<file path="config.mk">
export PLATFORM = sky130hd
export DESIGN_NAME = fetch_stage_flat
export DESIGN_NICKNAME = d
export VERILOG_FILES = /design/src/rtl/rv_pkg.sv /design/src/rtl/fetch_stage_if.sv /design/src/rtl/fetch_skid.sv /design/src/rtl/fetch_stage.sv /design/src/flat_wrapper.sv
export SDC_FILE = /design/constraint.sdc
export NUM_CORES = 1
export LEC_CHECK = 0
export CAP_MARGIN = 20
export CORE_ASPECT_RATIO = 0.9
export CORE_UTILIZATION = 50
export CTS_BUF_LIST = sky130_fd_sc_hd__clkbuf_8
export CTS_CLUSTER_DIAMETER = 60
export CTS_CLUSTER_SIZE = 16
export DETAILED_ROUTE_END_ITERATION = 7
export GPL_ROUTABILITY_DRIVEN = 0
export PLACE_DENSITY = 0.85
export SYNTH_ARGS = -nofsm -noshare
export SYNTH_HDL_FRONTEND = slang
export SYNTH_SLANG_ARGS = --single-unit
</file>
<file path="constraint.sdc">
create_clock -name i_clk -period 3.3 [get_ports i_clk]
set_input_delay 0.33 -clock i_clk [delete_from_list [all_inputs] [get_ports i_clk]]
set_output_delay 0.33 -clock i_clk [all_outputs]
set_load 0.005 [all_outputs]
</file>
<file path="src/rtl/rv_pkg.sv">
// Shared types and constants for the RV32I front end.
//   fetch_state_e : fetch FSM encoding
//   NOP_INSTR     : bubble encoding (addi x0,x0,0)
//   if_id_t       : IF/ID pipeline register contents
//   pc_next       : sequential PC step (32-bit modulo)
package rv_pkg;

  typedef enum logic [1:0] {
    FETCH = 2'd0,
    WAIT  = 2'd1,
    DROP  = 2'd2
  } fetch_state_e;

  localparam logic [31:0] NOP_INSTR = 32'h0000_0013;

  typedef struct packed {
    logic [31:0] pc;
    logic [31:0] instr;
    logic        vld;
  } if_id_t;

  function automatic logic [31:0] pc_next(input logic [31:0] pc);
    return pc + 32'd4;
  endfunction

endpackage

</file>
<file path="src/rtl/fetch_stage_if.sv">
// Instruction-memory request/response bundle.
//   req/addr   : fetch request and word address (master -> memory)
//   gnt        : request accepted this cycle (memory -> master)
//   rvalid     : read data valid (memory -> master)
//   rdata      : instruction word (memory -> master)
interface fetch_stage_if;
  logic        req;
  logic [31:0] addr;
  logic        gnt;
  logic        rvalid;
  logic [31:0] rdata;

  modport master (output req, addr, input gnt, rvalid, rdata);
  modport slave  (input req, addr, output gnt, rvalid, rdata);
endinterface

</file>
<file path="src/rtl/fetch_skid.sv">
// One-entry holding buffer for a fetch response that arrives while IF/ID
// is stalled.
//   clk_i, rst_ni     : clock, synchronous active-low reset
//   load_i            : capture {pc_i, instr_i}
//   drain_i           : entry consumed, mark empty
//   clear_i           : flush (wins over load and drain)
//   full_o            : entry holds data
//   pc_o, instr_o     : stored entry
module fetch_skid (
  input  logic        clk_i,
  input  logic        rst_ni,
  input  logic        load_i,
  input  logic        drain_i,
  input  logic        clear_i,
  input  logic [31:0] pc_i,
  input  logic [31:0] instr_i,
  output logic        full_o,
  output logic [31:0] pc_o,
  output logic [31:0] instr_o
);

  logic        full_q;
  logic [31:0] pc_q;
  logic [31:0] instr_q;

  always_ff @(posedge clk_i) begin
    if (!rst_ni) begin
      full_q  <= 1'b0;
      pc_q    <= 32'd0;
      instr_q <= 32'd0;
    end else if (clear_i) begin
      full_q <= 1'b0;
    end else if (load_i) begin
      full_q  <= 1'b1;
      pc_q    <= pc_i;
      instr_q <= instr_i;
    end else if (drain_i) begin
      full_q <= 1'b0;
    end
  end

  assign full_o  = full_q;
  assign pc_o    = pc_q;
  assign instr_o = instr_q;

endmodule

</file>
<file path="src/rtl/fetch_stage.sv">
// IF stage: owns the PC, issues one instruction fetch at a time and loads
// the IF/ID register. Handles EX redirects, hazard stalls and the flush.
//   i_clk, i_rst_n     : clock, synchronous active-low reset
//   i_stall            : hold IF/ID and PC
//   i_pc_sel           : redirect taken, i_pc_target is the new PC
//   imem               : instruction memory request/response (master)
//   o_if_pc/instr/vld  : IF/ID register
//
// state | meaning
// FETCH | request pc_q (unless stalled with a full skid)
// WAIT  | one request outstanding, its response goes to IF/ID or skid
// DROP  | outstanding response belongs to a flushed path, discard it
module fetch_stage #(
  parameter logic [31:0] RESET_PC  = 32'h0000_0000,
  parameter logic [31:0] NOP_INSTR = rv_pkg::NOP_INSTR
) (
  input  logic               i_clk,
  input  logic               i_rst_n,
  input  logic               i_stall,
  input  logic               i_pc_sel,
  input  logic [31:0]        i_pc_target,
  fetch_stage_if.master      imem,
  output logic [31:0]        o_if_pc,
  output logic [31:0]        o_if_instr,
  output logic               o_if_vld
);
  import rv_pkg::*;

  localparam logic [31:0] ALIGN_MASK = 32'hFFFF_FFFC;

  fetch_state_e state_q, state_d;
  logic [31:0]  pc_q, pc_d;
  logic [31:0]  req_pc_q, req_pc_d;
  if_id_t       if_id_q, if_id_d;
  if_id_t       bubble;

  logic         skid_full, skid_load, skid_drain, skid_clear;
  logic [31:0]  skid_pc, skid_instr;
  logic         req, gnt_acc, rsp;

  assign bubble = '{pc: 32'd0, instr: NOP_INSTR, vld: 1'b0};

  // A stalled cycle with a full skid has nowhere to put another response.
  // On the drain cycle (not stalled) the skid empties, so fetching resumes.
  assign req     = i_rst_n && (state_q == FETCH) && (!skid_full || !i_stall);
  assign gnt_acc = req && imem.gnt;
  assign rsp     = imem.rvalid && (state_q != FETCH);

  assign imem.req  = req;
  assign imem.addr = pc_q;

  always_comb begin
    state_d    = state_q;
    pc_d       = pc_q;
    req_pc_d   = req_pc_q;
    if_id_d    = if_id_q;
    skid_load  = 1'b0;
    skid_drain = 1'b0;
    skid_clear = 1'b0;

    if (i_pc_sel) begin
      pc_d       = i_pc_target & ALIGN_MASK;
      if_id_d    = bubble;
      skid_clear = 1'b1;
      if (state_q == FETCH)
        state_d = gnt_acc ? DROP : FETCH;
      else
        state_d = rsp ? FETCH : DROP;
    end else begin
      if (!i_stall) begin
        if (skid_full) begin
          if_id_d    = '{pc: skid_pc, instr: skid_instr, vld: 1'b1};
          skid_drain = 1'b1;
        end else if (state_q == WAIT && rsp) begin
          if_id_d = '{pc: req_pc_q, instr: imem.rdata, vld: 1'b1};
        end else begin
          if_id_d = bubble;
        end
      end

      case (state_q)
        FETCH: begin
          if (gnt_acc) begin
            req_pc_d = pc_q;
            state_d  = WAIT;
          end
        end
        WAIT: begin
          if (rsp) begin
            skid_load = i_stall;
            pc_d      = pc_next(req_pc_q);
            state_d   = FETCH;
          end
        end
        DROP: begin
          if (rsp) state_d = FETCH;
        end
        default: state_d = FETCH;
      endcase
    end
  end

  always_ff @(posedge i_clk) begin
    if (!i_rst_n) begin
      state_q  <= FETCH;
      pc_q     <= RESET_PC & ALIGN_MASK;
      req_pc_q <= 32'd0;
      if_id_q  <= bubble;
    end else begin
      state_q  <= state_d;
      pc_q     <= pc_d;
      req_pc_q <= req_pc_d;
      if_id_q  <= if_id_d;
    end
  end

  fetch_skid u_skid (
    .clk_i   (i_clk),
    .rst_ni  (i_rst_n),
    .load_i  (skid_load),
    .drain_i (skid_drain),
    .clear_i (skid_clear),
    .pc_i    (req_pc_q),
    .instr_i (imem.rdata),
    .full_o  (skid_full),
    .pc_o    (skid_pc),
    .instr_o (skid_instr)
  );

  assign o_if_pc    = if_id_q.pc;
  assign o_if_instr = if_id_q.instr;
  assign o_if_vld   = if_id_q.vld;

endmodule

</file>
<file path="src/flat_wrapper.sv">
// flat-port wrapper written by rule: the top's interface ports become plain ports
module fetch_stage_flat import rv_pkg::*;
#(
  parameter logic [31:0] RESET_PC  = 32'h0000_0000,
  parameter logic [31:0] NOP_INSTR = rv_pkg::NOP_INSTR
)
  (i_clk, i_rst_n, i_stall, i_pc_sel, i_pc_target, o_if_pc, o_if_instr, o_if_vld, imem_req, imem_addr, imem_gnt, imem_rvalid, imem_rdata);
  fetch_stage_if imem_i ();
  input  logic i_clk;
  input  logic i_rst_n;
  input  logic i_stall;
  input  logic i_pc_sel;
  input  logic [31:0] i_pc_target;
  output logic [31:0] o_if_pc;
  output logic [31:0] o_if_instr;
  output logic o_if_vld;
  output wire logic [$bits(imem_i.req)-1:0] imem_req;
  output wire logic [$bits(imem_i.addr)-1:0] imem_addr;
  input wire logic [$bits(imem_i.gnt)-1:0] imem_gnt;
  input wire logic [$bits(imem_i.rvalid)-1:0] imem_rvalid;
  input wire logic [$bits(imem_i.rdata)-1:0] imem_rdata;
  assign imem_req = imem_i.req;
  assign imem_addr = imem_i.addr;
  assign imem_i.gnt = imem_gnt;
  assign imem_i.rvalid = imem_rvalid;
  assign imem_i.rdata = imem_rdata;
  fetch_stage #(.RESET_PC(RESET_PC), .NOP_INSTR(NOP_INSTR)) u_core (.i_clk(i_clk), .i_rst_n(i_rst_n), .i_stall(i_stall), .i_pc_sel(i_pc_sel), .i_pc_target(i_pc_target), .imem(imem_i), .o_if_pc(o_if_pc), .o_if_instr(o_if_instr), .o_if_vld(o_if_vld));
endmodule
</file>
==> flow_summary.ini <==
; synthesis and place-and-route metrics
[status]
outcome = finished, final reports clean

[critical_path]
arrival_ps = 2920
rr_endpoint = u_core.o_if_pc[22]
reg2reg_slack_ps = 760
crit_family = simple AND/OR/NAND/NOR gates
cp-end-kind = flip-flop
slowest_delay_ps = 550
cpMaxStageDelayCell = nor2_4
worstRegToRegCells = 7
crit_buf_inv = 2
critPathKind = flip-flop to flip-flop
crit_required_ps = 3680
timing.rr.start = u_core.state_q[0]
path_max_fanout = 36
cp_cell_sequence = inv_1, ha_1, nand3b_1, nor2_4, buf_4, a221oi_1, nor3_1

[hold_path]
hold-path-endpoint = u_core.u_skid.full_o
hold_depth = 3
min_from = i_stall

[logic_synthesis]
yosys_area_sq_mm = 0.008288
synth.avg_cell_area_sq_um = 7.908
syn-cell-area_sq_mm = 0.008288
edf_count = 0
ys_sh_simple_pct = 26.68
ys_warn_count = 0
ys_cells = 1048
synthTopCellsByCount = nand2_1, dfxtp_1, a21oi_1
ys_types = 47
aoi_share_pct = 18.55
ys_sh_xor_pct = 1.796
async_flop_share_pct = 0
logic_family = simple AND/OR/NAND/NOR gates
yosys_most_used_dff = dfxtp_1
ys.flops = 196
synth-adder-area-share_pct = 0.4529
largest_area_cell = dfxtp_1
yosysMostFrequentCell = nand2_1
postSynthCellCount = 1048
mux_area_share_pct = 0.1208
synth_top_area_share_pct = 47.34

[clock_network]
cts_tree = built
clock-sinks = 196
clockBufferDepth = 2
cts_made_buffers = 17
htreeDepth = 4
cts_resized = 0

[finish]
regArea_sq_mm = 0.003925
area_growth_pct = 25.05
post-route-util_pct = 64.03
antennaDiodeCount = 0
layout-drive-gt1-share_pct = 5.354
nets = 1219
num-fill-cells = 1410
final-comb-area_sq_mm = 0.003961

[place]
dp_hpwl_mm = 14.16
dp_cells = 1334

[grt]
grt_use_met3_pct = 5.902
antenna_found_initial = 1
grt.busiest_layer = met2
grt_use_met2_pct = 39.67
grt.met1_usage_pct = 35.33
grt_overflow = 0
first_global_vias = 6658

[sta]
maxSlewViolCount = 0
hold_viol = 0
tns_ps = 0
whs_ps = 345.1
fmax_ghz = 0.3929
relSlewSlack_pct = 53.74

[run]
warnings = 31
cap_violations = 0

[power]
power_leakage_nw = 3.430
peakVddDrop_mv = 0.4054
power.total_mw = 4.434
powerDensity_mw_per_mm2 = 427.8

[floorplanning]
io_pins = 168
die_area_sq_mm = 0.01710
coreArea_sq_mm = 0.01619

[route]
drtPass1Iterations = 5
antenna_left = 0
[registers in the layout, indices dropped and copies added (netlist names)]
register / cells
u_core.o_if_vld: 1
u_core.imem.addr: 32
u_core.req_pc_q: 32
u_core.u_skid.pc_o: 32
u_core.state_q: 2
u_core.u_skid.instr_o: 32
u_core.u_skid.full_o: 1
u_core.o_if_instr: 32
u_core.o_if_pc: 32
[how the worst max path moves through the flow]
stage | start | endpoint | slack [ps] | depth (start not counted)
global route | u_core.state_q[0] | u_core.u_skid.pc_o[15] | 570 | 9
detailed placement | imem_rvalid | u_core.u_skid.pc_o[13] | 660 | 8
CTS | u_core.state_q[0] | u_core.o_if_pc[22] | 750 | 7
global placement | imem_rvalid | u_core.u_skid.pc_o[5] | 710 | 8
finish | u_core.state_q[0] | u_core.o_if_pc[22] | 760 | 7
floorplan | u_core.req_pc_q[14] | u_core.imem.addr[19] | 1320 | 7
[per-stage QoR]
stage	area, sq um	setup WS [ps]
final	10360	755.1
after global routing	10360	568.2
after CTS	10360	753.6
after detailed placement	9967	661.1
after global placement	9967	712.0
after floorplan	8288	1319
[placed cells by master (no fill, tap or decap), types with 6 or more instances in the layout]
master	n
nand3_1	15
dfxtp_1	195
o22ai_1	8
clkdlybuf4s50_1	163
nor3_1	65
a21oi_1	135
nand4_1	8
nor4_1	12
xnor2_1	9
buf_4	13
o21ai_1	8
o31a_1	6
clkbuf_8	21
nand2_1	240
nor2_1	49
nor2b_1	61
inv_1	8
o21ai_0	12
a221oi_1	61
xor2_1	8
[tightest hold or removal path, stage by stage]
cell,delay [ps]
buf_4,280
nand2_1,120
nor2_1,40
[power breakdown]
group	internal, mW	total, mW	switching, mW
clock network	0.742	1.56	0.814
registers	2.41	2.46	0.0443
logic	0.224	0.421	0.196
total	3.38	4.43	1.05
[logic make-up after synthesis]
| family | count (synthesis) |
|---|---|
| and+or+nand+nor | 478 |
| buffers and inverters | 108 |
| muxes | 1 |
| adders and majority gates | 3 |
| DFF | 196 |
| xor gates and xnor gates | 17 |
| AOI/OAI and AO/OA | 245 |
[area by class of cell]
class                      instances  share of cell area (%)
multi-input combinational        744                   38.22
sequential                       196                   37.87
timing repair buffer             180                   17.31
clock buffer                      21                   2.789
tap                              207                   2.499
clock inverter                    10                   1.038
inverter                           7                  0.2656
[metal layers]
metal | vias up | wire length (um) | part of all wire, %
met5 | - | 13 | 0.059
met4 | 2 | 378 | 1.7
met3 | 35 | 1601 | 7.2
met2 | 316 | 10160 | 46
met1 | 3665 | 10020 | 45
li1 | 3839 | - | -
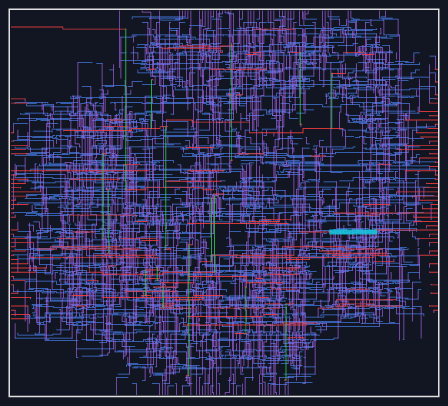
Figure 1: routed metal, one color a layer.
legend:
  purple:
    layer: metal 2
    wire_length: 10200 um
  red:
    layer: metal 3
    wire_length: 1600 um
  green:
    layer: metal 4
    wire_length: 379 um
  cyan:
    layer: metal 5
    wire_length: 13.8 um
  blue:
    layer: metal 1
    wire_length: 10000 um
GRT Total Usage: 25.67%
Post-Route WL: 22.17 mm
routed via count: 7857
routed len/inst: 16.24 um

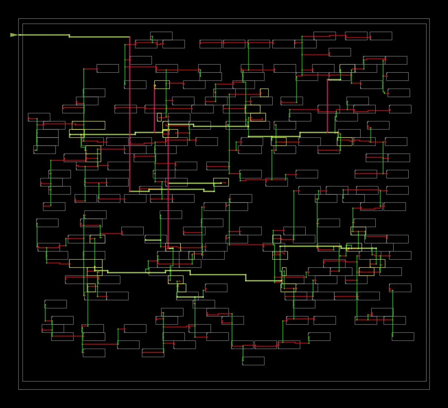
Figure 2: clock wiring as the flow saved it.
Clk. pwr: 1.56 mW
clk_lat worst skew: 470 ps
worst-case clock skew: 10.70 ps
CLK BUF: 21

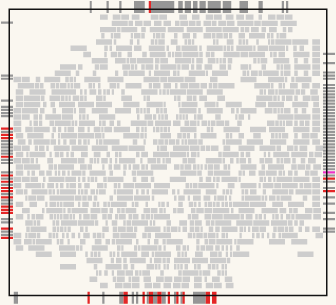
Figure 3: pin placement.
Pins as bars across the die edge, other pins in gray.
legend:
  magenta:
    port: `i_pc_sel`
    pins: 1
    direction: input
    edge: right
  red:
    port: `imem_addr`
    pins: 32
    direction: output
    edge: 15 bottom, 14 left, 2 right, 1 top
die width: 137.7 um
IO buf count: 165
Die Y: 124.1 um

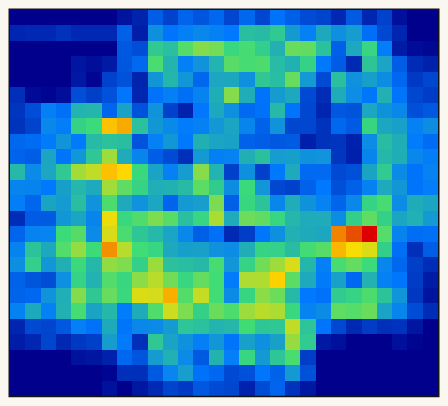
Figure 4: routed metal per tile.
28 x 25 tiles, from dark blue (low) to red (high), scaled to the fullest tile. Values are wire area over tile area, all layers added.
mean over tiles: 0.21
emptiest ninth of the die: upper left
nearly empty tiles: 11%
tiles over half the peak: 14%
fullest tile: 0.73

Power figures rest on the tool's default switching activity, not on a simulated workload.
